--- src/rtl/gpu_alu_pkg.sv ---
// Shared definitions for the single-ALU scheduler: opcodes, core-state codes
// presented to the ALU, and the scheduler FSM encoding.
package gpu_alu_pkg;

  typedef enum logic [1:0] {
    OP_ADD = 2'b00,
    OP_SUB = 2'b01,
    OP_MUL = 2'b10,
    OP_DIV = 2'b11
  } alu_op_e;

  localparam logic [2:0] CORE_IDLE    = 3'b000;
  localparam logic [2:0] CORE_EXECUTE = 3'b101;

  typedef enum logic [1:0] {
    ST_ARB     = 2'b00,
    ST_EXEC    = 2'b01,
    ST_CAPTURE = 2'b10
  } sched_state_e;

endpackage

--- src/rtl/rr_arbiter.sv ---
// Combinational round-robin pick: first requester strictly after `last`,
// wrapping. The pointer is owned by the instantiating block.
module rr_arbiter #(
  parameter int N = 4
) (
  input  logic [N-1:0]         req,
  input  logic [$clog2(N)-1:0] last,
  output logic [N-1:0]         gnt,
  output logic                 any
);

  localparam int IW = $clog2(N);

  logic [IW-1:0] idx;
  logic          found;

  always_comb begin
    gnt   = '0;
    found = 1'b0;
    idx   = '0;
    for (int i = 1; i <= N; i++) begin
      idx = IW'((int'(last) + i) % N);
      if (!found && req[idx]) begin
        gnt[idx] = 1'b1;
        found    = 1'b1;
      end
    end
  end

  assign any = |req;

endmodule

--- src/rtl/alu_scheduler.sv ---
// Time-shares one ALU across THREADS requesters: ARB -> EXEC -> CAPTURE, one op per 3 cycles,
// results parked per thread until acked. ALU_DIV_ZERO_EN turns DIV-by-zero into 8'hFF + div_zero flag.
module alu_scheduler
  import gpu_alu_pkg::*;
#(
  parameter int THREADS = 4
) (
  input  logic                   clk,
  input  logic                   reset,
  input  logic [THREADS-1:0]     req_valid,
  input  logic [2*THREADS-1:0]   req_arith_mux,
  input  logic [THREADS-1:0]     req_output_mux,
  input  logic [8*THREADS-1:0]   req_rs,
  input  logic [8*THREADS-1:0]   req_rt,
  output logic [THREADS-1:0]     req_ready,
  output logic [THREADS-1:0]     resp_valid,
  output logic [8*THREADS-1:0]   resp_data,
  input  logic [THREADS-1:0]     resp_ack,
  output logic [THREADS-1:0]     div_zero,
  output logic [2:0]             alu_core_state,
  output logic [1:0]             alu_arith_mux,
  output logic                   alu_output_mux,
  output logic [7:0]             alu_rs,
  output logic [7:0]             alu_rt,
  input  logic [7:0]             alu_out,
  output logic                   busy
);

  localparam int TW = $clog2(THREADS);

  sched_state_e     state_q, state_d;
  logic [TW-1:0]    last_q, last_d;
  logic [TW-1:0]    gidx_q, gidx_d;
  logic [1:0]       op_q, op_d;
  logic             om_q, om_d;
  logic [7:0]       rs_q, rs_d;
  logic [7:0]       rt_q, rt_d;
  logic [THREADS-1:0] resp_valid_q, resp_valid_d;
  logic [THREADS-1:0] div_zero_q, div_zero_d;
  logic [7:0]       slot_q [THREADS];
  logic [7:0]       slot_d [THREADS];

  logic [THREADS-1:0] eligible, gnt, cap_vec;
  logic             any;
  logic [TW-1:0]    gnt_idx;
  logic [1:0]       sel_op;
  logic             sel_om;
  logic [7:0]       sel_rs, sel_rt;
  logic             dz;
  logic [7:0]       cap_data;

  // A full slot blocks its owner, capping each thread at one op in flight or buffered.
  assign eligible = req_valid & ~resp_valid_q;

  rr_arbiter #(.N(THREADS)) u_arb (
    .req  (eligible),
    .last (last_q),
    .gnt  (gnt),
    .any  (any)
  );

  always_ff @(posedge clk or posedge reset) begin
    if (reset) state_q <= ST_ARB;
    else       state_q <= state_d;
  end

  always_comb begin
    state_d = state_q;
    case (state_q)
      ST_ARB:     if (any) state_d = ST_EXEC;
      ST_EXEC:    state_d = ST_CAPTURE;
      ST_CAPTURE: state_d = ST_ARB;
      default:    state_d = ST_ARB;
    endcase
  end

  always_comb begin
    req_ready      = '0;
    alu_core_state = CORE_IDLE;
    busy           = 1'b1;
    case (state_q)
      ST_ARB: begin
        busy = 1'b0;
        if (!reset) req_ready = gnt;
      end
      ST_EXEC: alu_core_state = CORE_EXECUTE;
      default: ;
    endcase
  end

  always_comb begin
    gnt_idx = '0;
    sel_op  = '0;
    sel_om  = 1'b0;
    sel_rs  = '0;
    sel_rt  = '0;
    for (int t = 0; t < THREADS; t++) begin
      if (gnt[t]) begin
        gnt_idx = TW'(t);
        sel_op  = req_arith_mux[2*t +: 2];
        sel_om  = req_output_mux[t];
        sel_rs  = req_rs[8*t +: 8];
        sel_rt  = req_rt[8*t +: 8];
      end
    end
  end

`ifdef ALU_DIV_ZERO_EN
  assign dz       = (op_q == OP_DIV) && !om_q && (rt_q == 8'd0);
  assign cap_data = dz ? 8'hFF : alu_out;
`else
  assign dz       = 1'b0;
  assign cap_data = alu_out;
`endif

  always_comb begin
    op_d   = op_q;
    om_d   = om_q;
    rs_d   = rs_q;
    rt_d   = rt_q;
    gidx_d = gidx_q;
    last_d = last_q;
    if (state_q == ST_ARB && any) begin
      op_d   = sel_op;
      om_d   = sel_om;
      rs_d   = sel_rs;
      rt_d   = sel_rt;
      gidx_d = gnt_idx;
    end
    if (state_q == ST_CAPTURE) last_d = gidx_q;

    cap_vec = '0;
    for (int t = 0; t < THREADS; t++)
      cap_vec[t] = (state_q == ST_CAPTURE) && (gidx_q == TW'(t));

    // Capture only ever lands on an empty slot, so ack and write never meet on one bit.
    resp_valid_d = (resp_valid_q & ~resp_ack) | cap_vec;
    div_zero_d   = (div_zero_q & ~resp_ack) | (dz ? cap_vec : '0);
    slot_d       = slot_q;
    for (int t = 0; t < THREADS; t++)
      if (cap_vec[t]) slot_d[t] = cap_data;
  end

  always_ff @(posedge clk or posedge reset) begin
    if (reset) begin
      last_q       <= TW'(THREADS - 1);
      gidx_q       <= '0;
      op_q         <= '0;
      om_q         <= 1'b0;
      rs_q         <= '0;
      rt_q         <= '0;
      resp_valid_q <= '0;
      div_zero_q   <= '0;
      for (int t = 0; t < THREADS; t++) slot_q[t] <= '0;
    end else begin
      last_q       <= last_d;
      gidx_q       <= gidx_d;
      op_q         <= op_d;
      om_q         <= om_d;
      rs_q         <= rs_d;
      rt_q         <= rt_d;
      resp_valid_q <= resp_valid_d;
      div_zero_q   <= div_zero_d;
      slot_q       <= slot_d;
    end
  end

  always_comb begin
    resp_data = '0;
    for (int t = 0; t < THREADS; t++) resp_data[8*t +: 8] = slot_q[t];
  end

  assign resp_valid     = resp_valid_q;
  assign div_zero       = div_zero_q;
  assign alu_arith_mux  = op_q;
  assign alu_output_mux = om_q;
  assign alu_rs         = rs_q;
  assign alu_rt         = rt_q;

endmodule

--- config.mk ---
export PLATFORM = sky130hd
export DESIGN_NAME = alu_scheduler
export DESIGN_NICKNAME = d
export VERILOG_FILES = /design/src/rtl/gpu_alu_pkg.sv /design/src/rtl/rr_arbiter.sv /design/src/rtl/alu_scheduler.sv
export SDC_FILE = /design/constraint.sdc
export NUM_CORES = 1
export LEC_CHECK = 0
export CAP_MARGIN = 20
export CORE_MARGIN = 3
export CORE_UTILIZATION = 25
export DETAILED_ROUTE_END_ITERATION = 10
export GPL_ROUTABILITY_DRIVEN = 1
export PLACE_DENSITY = 0.59
export REMOVE_ABC_BUFFERS = 1
export SLEW_MARGIN = 20
export SYNTH_ARGS = -nofsm -noshare
export SYNTH_HDL_FRONTEND = slang
export SYNTH_SLANG_ARGS = --single-unit
export TNS_END_PERCENT = 20
--- constraint.sdc ---
create_clock -name clk -period 3.5 [get_ports clk]
set_input_delay 0.7 -clock clk [delete_from_list [all_inputs] [get_ports clk]]
set_output_delay 0.7 -clock clk [all_outputs]
set_load 0.02 [all_outputs]
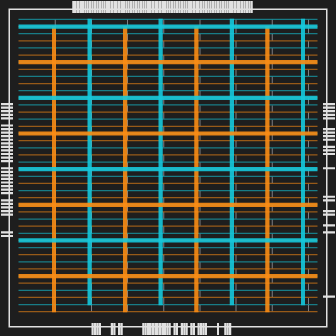
**Above:** run 1 (supply network).
Pins as bars on the die edge. Tap cells in gray.
Key: orange = VSS; cyan = VDD
8 straps on met4. 161 signal pins sit on the boundary. 8 straps on met5. 172 tap cells.
Core ar.: 12,700 sq um
Worst VDD drop: 0.406 mV
Die Y: 121 um

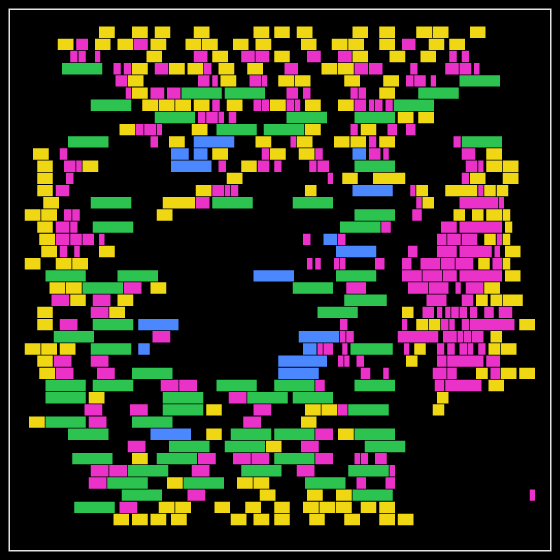
**Above:** run 1 (placed cells, one color a class).
Key: magenta = all other logic [cells 219, share of their area 31%]; green = flip-flops [cells 65, share of their area 30%]; blue = clock drivers and dummy loads [cells 16, share of their area 5.7%]; yellow = other buffers and delay cells [cells 183, share of their area 33%]
sequential share of cell area: 29.1%
design area: 5600 sq um
fin util: 44.0%

==> impl_metrics.toml, run 1 <==
# generated from flow reports
[yosys]
ys_top_cells_by_area = "dfrtp_1 (48%), mux2_2 (11%), a221oi_1 (5.6%)"
avgSynthCellArea_sq_um = 10.8
edf_count = 0
synth_cell_types = 36
most_common_cell = "dfrtp_1"
yosysTopAreaCell = "dfrtp_1"
ys_cells = 304

[cts]
clockBufferDepth = 2
path_clk_slew_ps = 60
numCtsBuffers = 9

[timing]
timing.fmax_ghz = 0.290
relSlewSlack_pct = 36.9
min_period_ps = 3450
worst_pin_slew_ps = 943
hold_ws_ps = 490

[route]
drtPass1Iterations = 4
wl_um = 11000
vias = 3152

[cells_and_area]
drive_above_1_share_pct = 19.7
areaGrowthSynthToFinish_pct = 70.7

[run]
warning_count = 33

[placement]
hpwl_um = 8100

[critical_path]
arrival_ps = 2750
critPathLaunchType = "primary input"
worstPathRequired_ps = 2800

[pwr]
powerDensity_nw_per_um2 = 972

[status]
status = "complete, no violations"

[hold_path]
hold_depth = 1
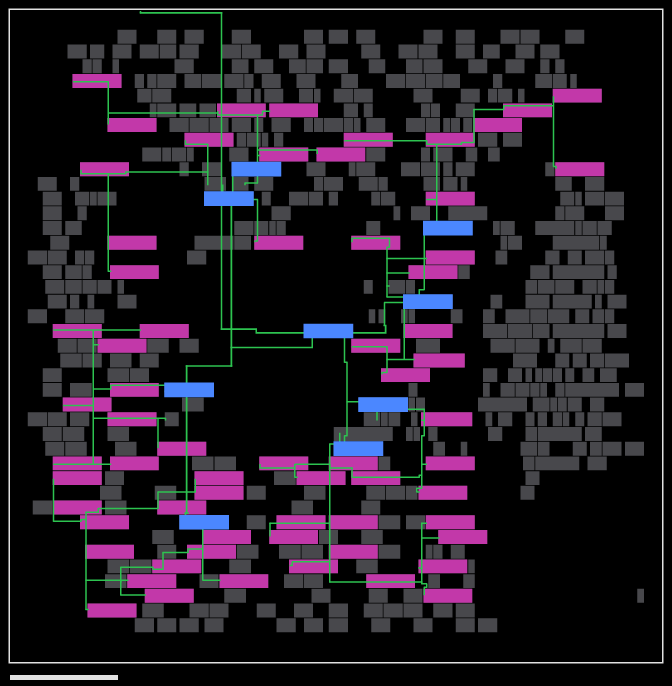
**Above:** run 1 (clock wires, drivers and flops).
The bar under the picture is 20 um long.
Key: green = clock wires [length 923 um]; magenta = flip-flops [count 65]; blue = cells driving clock nets [count 9]
There are 10 routed clock nets.
Clk pwr share: 17.0%
P_clk: 0.928 mW
worst-skew pair later-pin latency: 330 ps
clock skew: 6.49 ps

-- run 1: layout make-up --
class | instances | area, sq um | share of cell area, %
Inverter | 10 | 37.5 | 0.670
Timing Repair Buffer | 183 | 1790 | 32.0
Clock buffer | 9 | 225 | 4.02
Multi-Input combinational cell | 209 | 1620 | 28.9
Sequential cell | 65 | 1630 | 29.1
Tap cell | 172 | 215 | 3.84
Clock inverter | 7 | 83.8 | 1.50
-- run 1: stage by stage --
| stage | instances | util [%] | power [mW] |
|---|---|---|---|
| after floorplan | 284 | - | 2.97 |
| after global placement | 638 | 41.0 | 4.42 |
| after detailed placement | 638 | 41.0 | 4.47 |
| after CTS | 654 | 43.5 | 5.44 |
| after global routing | 655 | 44.0 | 5.82 |
| final | 655 | 44.0 | 5.44 |
-- run 1: logic make-up (layout without fill, tap and decap cells) --
logic type / count (synthesis) / count (layout) / share of synthesized area, %
AND/OR/NAND/NOR: 87 / 87 / 13.5
AND-OR/OR-AND: 79 / 79 / 17.2
multiplexers: 34 / 34 / 12.4
adder cells (fa/ha/maj): 8 / 8 / 3.05
other: 1 / 1 / 0.114
flip-flops: 65 / 65 / 49.7
buffers and inverters: 30 / 209 / 4.08
-- run 1: worst paths after layout --
| path | start | end | slack, ps |
|---|---|---|---|
| setup / recovery | req_valid[1] | req_ready[2] | 50 |
| hold / removal | state_q[1] | state_q[1] | 490 |
| setup reg to reg | last_q[0] | alu_arith_mux[1] | 260 |
| hold reg to reg | state_q[1] | state_q[1] | 490 |
| max in group asynchronous | reset | last_q[1] | 2100 |
| min in group asynchronous | reset | alu_rt[4] | 740 |
-- run 1: flip-flops by register name, indices dropped and copies added (netlist names) --
name / cells
alu_output_mux: 1
resp_data: 32
resp_valid: 4
state_q: 2
alu_rs: 8
last_q: 2
alu_rt: 8
alu_arith_mux: 2
gidx_q: 2
div_zero: 4
-- run 1: placed cells by master (no fill, tap or decap), types with 19 or more instances in the layout --
cell	count
o21ai_0	24
a221oi_1	19
nand3_1	25
nand2_1	25
o211ai_1	20
dfrtp_1	63
mux2_2	32
clkdlybuf4s50_1	154
buf_4	21
-- run 1: layer usage --
layer / global-route usage [%] / share of wire, % / vias up
met5: 0 / 0 / -
met4: 6.16 / 2.3 / 0
met3: 3.32 / 4.8 / 18
met2: 24.8 / 50 / 89
met1: 19.9 / 43 / 1571
li1: - / - / 1474
-- run 1: worst max-delay path, delay by kind of cell --
| family | cells | cell delay [ps] |
|---|---|---|
| muxes | 1 | 560 |
| and+or+nand+nor | 2 | 340 |
| AOI/OAI and AO/OA | 2 | 570 |
| buffers and inverters | 2 | 580 |
-- run 1: report_power, final --
part	total (mW)	internal [mW]	switching, mW
sequential	1.31	1.10	0.203
clock	0.928	0.566	0.362
combinational	3.21	1.52	1.69
total	5.44	3.19	2.26
-- run 1: repair_timing --
item,CTS,global route
endpoints found under the setup margin,4,11
pin swaps,0,2
resized,13,14
setup buffers,0,1
==> inputs of run 2 (changes only) <==
--- a/config.mk
+++ b/config.mk
@@ -10,10 +10,11 @@
 export CORE_UTILIZATION = 25
 export DETAILED_ROUTE_END_ITERATION = 10
 export GPL_ROUTABILITY_DRIVEN = 1
-export PLACE_DENSITY = 0.59
+export PLACE_DENSITY = 0.58
 export REMOVE_ABC_BUFFERS = 1
 export SLEW_MARGIN = 20
 export SYNTH_ARGS = -nofsm -noshare
 export SYNTH_HDL_FRONTEND = slang
+export SYNTH_HIERARCHICAL = 1
 export SYNTH_SLANG_ARGS = --single-unit
 export TNS_END_PERCENT = 20
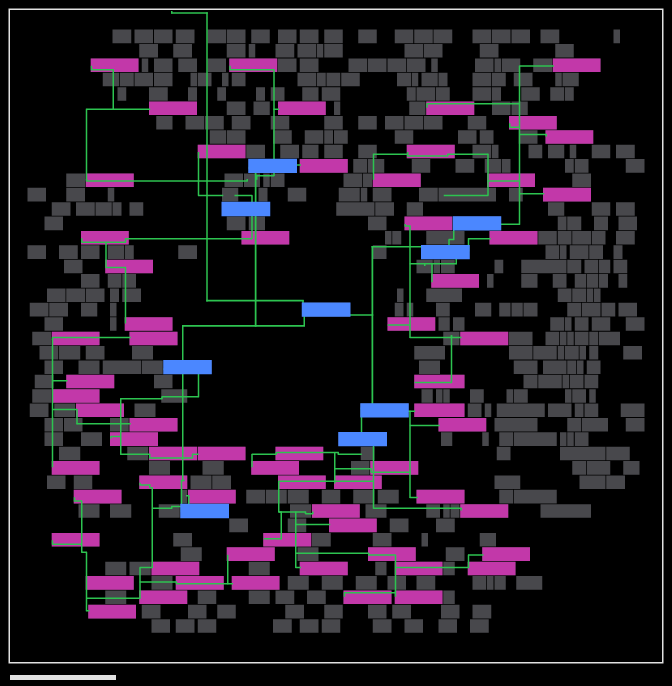
**Above:** run 2 (clock wires, drivers and flops).
The bar under the picture is 20 um long.
Key: green = clock wires [length 1,060 um]; blue = cells driving clock nets [count 9]; magenta = flip-flops [count 65]
Position of the flops: spread over the die.
P_clk: 0.927 mW
Clk pwr share: 15.6%
clock skew: 11.1 ps

==> run 2 against run 1 <==
  * Largest cell class unchanged
  * Die size rose by 4.6%
  * Combinational power rose by 14%
  * Flip-flop count is the same
  * Final cell count rose by 0.61%
  * Routed wire length rose by 0.87%
  * Fmax grew 1.2%
  * Clock power about the same
  * Via count down 0.82%
  * Synthesized area rose by 4.9%
  * Synthesized cell count shrank 2.0%
==> impl_metrics.toml, run 2 <==
# generated from flow reports
[status]
status = "complete, no violations"

[cells_and_area]
layout_top_cells = "clkdlybuf4s50_1 (151), dfrtp_1 (63), mux2_2 (33)"
final_common_cell = "clkdlybuf4s50_1"
areaGrowthSynthToFinish_pct = 67.2

[timing]
timing.fmax_ghz = 0.293
min_period_ps = 3410
worst_pin_slew_ps = 645
relSlewSlack_pct = 56.8

[cts]
clockBufferDepth = 2
clkLatencyLatePin_ps = 330
path_clk_slew_ps = 60

[route]
vias = 3126
drtPass1Iterations = 4
wl_um = 11100

[run]
warning_count = 33

[yosys]
yosysTopAreaCell = "dfrtp_1"
ys_top_cells_by_area = "dfrtp_1 (46%), mux2_2 (11%), a221o_1 (5.5%)"
edf_count = 0
avgSynthCellArea_sq_um = 11.5
synth_cell_types = 36
most_common_cell = "dfrtp_1"
ys_cells = 298

[pwr]
powerDensity_nw_per_um2 = 1030

[placement]
place_inst = 628
hpwl_um = 8040

[critical_path]
critPathLaunchType = "flop"

[floorplan]
die_y_um = 123
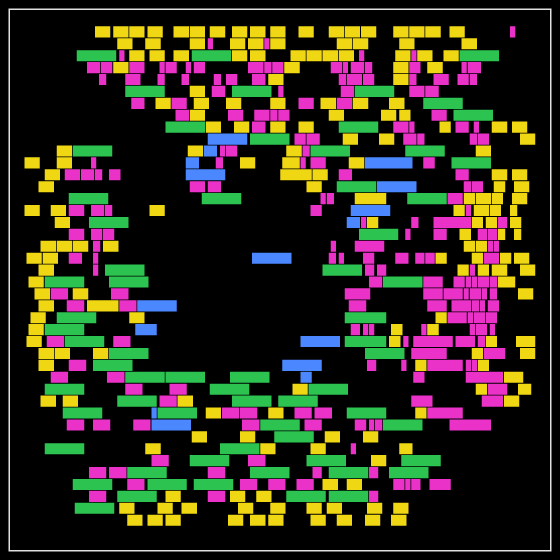
**Above:** run 2 (placed cells, one color a class).
Key: magenta = all other logic [cells 210, share of their area 31%]; green = flip-flops [cells 65, share of their area 29%]; blue = clock drivers and dummy loads [cells 16, share of their area 5.5%]; yellow = other buffers and delay cells [cells 192, share of their area 34%]
design area: 5750 sq um
Core ar.: 13,300 sq um
fin util: 43.1%

-- run 2: netlist changes by cell type after synthesis, moves of 4 or more --
cell	change
a21oi_1	+24
a221o_1	+17
a221oi_1	-21
clkbuf_1	-4
inv_1	+4
nand3_1	-25
nand3b_1	+20
nor2_1	-7
o211ai_1	-16
o21ai_0	-21
o22a_1	+19
-- run 2: path summary, 6_finish.rpt --
path / from / endpoint / slack (ps) / depth (start not counted)
worst min register to register: div_zero[3] / div_zero[3] / 500 / 1
worst min-delay path: div_zero[3] / div_zero[3] / 500 / 1
worst max register to register: last_q[0] / alu_rt[7] / 120 / 13
min in group asynchronous: reset / alu_rt[3] / 850 / 2
worst max-delay path: last_q[0] / req_ready[2] / 90 / 10
max in group asynchronous: reset / last_q[1] / 1900 / 3
-- run 2: final cells by class --
| cell class | count | area, sq um |
|---|---|---|
| timing repair buffer | 192 | 1870 |
| tap | 176 | 220 |
| sequential | 65 | 1630 |
| clock inverter | 5 | 63.8 |
| clock buffer | 11 | 243 |
| inverter | 13 | 48.8 |
| fill | 1284 | 7600 |
| multi-input combinational | 197 | 1680 |
-- run 2: stage by stage --
| step | area (sq um) | hold slack, ps | setup TNS, ps |
|---|---|---|---|
| floorplan | 3300 | 489 | -15400 |
| global placement | 5270 | 484 | -12730 |
| detailed placement | 5280 | 488 | -8040 |
| CTS | 5710 | 509 | 0 |
| global route | 5750 | 522 | -292 |
| finish | 5750 | 499 | 0 |
-- run 2: layer usage --
metal | vias up | share of wire, % | global-route usage, %
li1 | 1450 | - | -
met1 | 1562 | 41 | 18.2
met2 | 97 | 52 | 24.3
met3 | 17 | 4.9 | 2.79
met4 | 0 | 1.9 | 5.05
met5 | - | 0 | 0
-- run 2: logic make-up after synthesis --
kind of cell,after synthesis,share of synthesized area [%]
flip-flops,65,47.3
adder cells (fa/ha/maj),8,2.91
buffers and inverters,36,5.42
multiplexers,37,13.6
other,1,0.109
AND/OR/NAND/NOR,79,14.8
AND-OR/OR-AND,72,15.8
-- run 2: worst max-delay path, stage by stage, from the launching register on --
cell and delay (ps):
dfstp_2 530, inv_2 50, ha_4 270, mux4_2 540
nor4b_4 320, buf_4 160, nand2_1 50, o211ai_1 100
inv_1 110, nor3_2 100, buf_4 160
-- run 2: power breakdown --
| group | switching, mW | internal, mW | total, mW |
|---|---|---|---|
| clock | 0.351 | 0.576 | 0.927 |
| sequential | 0.227 | 1.12 | 1.35 |
| combinational | 1.77 | 1.89 | 3.66 |
-- run 2: repair_timing --
item / CTS / global route
pin swaps: 4 / 4
resized: 28 / 11
endpoints found under the setup margin: 13 / 21
buffers inserted: 13 / 3
==> inputs of run 3 (changes only) <==
--- a/config.mk
+++ b/config.mk
@@ -6,12 +6,11 @@
 export NUM_CORES = 1
 export LEC_CHECK = 0
 export CAP_MARGIN = 20
-export CORE_MARGIN = 3
+export CORE_MARGIN = 2
 export CORE_UTILIZATION = 25
 export DETAILED_ROUTE_END_ITERATION = 10
 export GPL_ROUTABILITY_DRIVEN = 1
 export PLACE_DENSITY = 0.58
-export REMOVE_ABC_BUFFERS = 1
 export SLEW_MARGIN = 20
 export SYNTH_ARGS = -nofsm -noshare
 export SYNTH_HDL_FRONTEND = slang
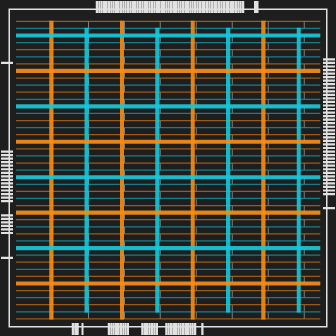
**Above:** run 3 (supply network).
Pins as bars on the die edge. Tap cells in gray.
Key: cyan = VDD; orange = VSS
The core has 42 rows. 176 tap cells. 8 straps on met5. 161 signal pins sit on the boundary.
Die Y: 121 um
Die W: 121 um
Worst VDD drop: 0.443 mV

==> run 3 against run 2 <==
  * Non-clock buffer count fell by 13
  * Highest routed layer unchanged
  * Synthesized cell count did not move
  * Die size fell by 3.2%
  * Count of clock-buffer cells in the layout fell by 1
  * Hold slack improved by 5.4 ps
  * Critical path type unchanged
  * Critical path depth did not move
  * Largest power group unchanged
  * Flip-flop count did not move
==> impl_metrics.toml, run 3 <==
# generated from flow reports
[placement]
hpwl_um = 7760

[timing]
timing.setup.tns_ps = 0
relSlewSlack_pct = 48.2
min_period_ps = 3410

[yosys]
synth_cell_types = 36
ys_cells = 298
mux_share_pct = 13.6
simple_gate_area_share_pct = 14.8
fa_ha_area_share_pct = 2.91
most_common_cell = "dfrtp_1"
edf_count = 0
ys_top_cells_by_area = "dfrtp_1 (46%), mux2_2 (11%), a221o_1 (5.5%)"

[pwr]
p_int_mw = 3.50
powerDensity_nw_per_um2 = 1020
net-switching-power_mw = 2.32
p_clk_share_pct = 17.5

[route]
wl_met3_um = 705
dr.max_layer_used = "met4"
wl_met2_um = 5570
vias = 3026
drtPass1Iterations = 4

[critical_path]
rr_endpoint = "alu_rt[7]"
critPathLaunchType = "flop"
ff2ff_path_depth = 11
rrSetupSlack_ps = 350

[run]
warning_count = 35

[hold_path]
hold_depth = 1
hold_path_end = "resp_data[21]"

[cells_and_area]
final_common_cell = "clkdlybuf4s50_1"
areaGrowthSynthToFinish_pct = 65.3
logic_area_sq_um = 1680
layout_top_cells = "clkdlybuf4s50_1 (151), dfrtp_1 (63), mux2_2 (33)"

[cts]
path_clk_slew_ps = 60
clockBufferDepth = 2

[floorplan]
core_sq_um = 13300

[status]
status = "complete, no violations"
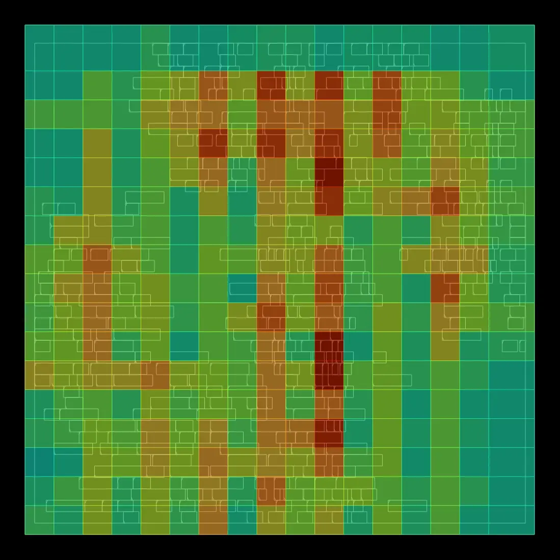
**Above:** run 3 (track usage over the die).
grt peak-use layer: met2
met2 Use GR: 25.0%

-- run 3: area by class of cell --
| type | instances | share of cell area (%) |
|---|---|---|
| clock inverters | 6 | 1.72 |
| repair buffers | 179 | 31.1 |
| well taps | 176 | 3.87 |
| flip-flops and latches | 65 | 28.6 |
| inverters | 13 | 0.858 |
| clock buffers | 10 | 4.20 |
| multi-input cells | 197 | 29.6 |
-- run 3: power groups by stage --
| stage | clock [mW] | sequential (mW) | combinational (mW) |
|---|---|---|---|
| floorplan | 0 | 1.71 | 1.78 |
| global placement | 0 | 1.34 | 3.36 |
| detailed placement | 0 | 1.34 | 3.40 |
| CTS | 1.05 | 1.34 | 3.45 |
| global route | 1.08 | 1.39 | 3.73 |
| finish | 1.02 | 1.35 | 3.46 |
-- run 3: per-stage QoR --
step | util, % | power (mW) | instances | area, sq um | hold slack [ps]
after floorplan | - | 3.50 | 298 | 3460 | 489
after global placement | 39.4 | 4.70 | 627 | 5260 | 483
after detailed placement | 39.4 | 4.75 | 627 | 5260 | 492
after CTS | 42.1 | 5.85 | 644 | 5620 | 509
after global routing | 42.6 | 6.21 | 646 | 5690 | 517
final | 42.6 | 5.82 | 646 | 5690 | 504
-- run 3: cell families after synthesis --
logic type	count (synthesis)
DFF	65
and+or+nand+nor	79
AOI/OAI and AO/OA	72
muxes	37
buffers and inverters	36
adders and majority gates	8
other	1
-- run 3: per-layer routing --
| metal | global-route usage (%) | up-vias |
|---|---|---|
| li1 | - | 1425 |
| met5 | 0 | - |
| met3 | 4.79 | 18 |
| met1 | 17.0 | 1490 |
| met4 | 6.11 | 0 |
| met2 | 25.0 | 93 |
-- run 3: worst max-delay path by stage --
stage                      start                to  slack [ps]
floorplan              last_q[0]      req_ready[3]          40
detailed placement  req_valid[1]  alu_arith_mux[1]        -620
CTS                 req_valid[1]      req_ready[3]        -120
global route           last_q[1]      req_ready[3]         -10
finish                 last_q[1]      req_ready[3]          90
global placement    req_valid[1]         alu_rs[4]        -580
-- run 3: repair_timing --
action	in CTS	in global routing
pin swaps	3	5
endpoints found under the setup margin	23	4
buffers inserted	1	2
resized	16	17
-- run 3: worst max-delay path, stage by stage, from the launching register on --
cell and delay (ps):
dfstp_2 530, inv_2 50, ha_4 260, mux4_2 530, nor4b_4 260, buf_4 170
nand2_1 40, o211ai_1 120, buf_4 170, and2_4 130, buf_6 110
Power figures rest on the tool's default switching activity, not on a simulated workload.
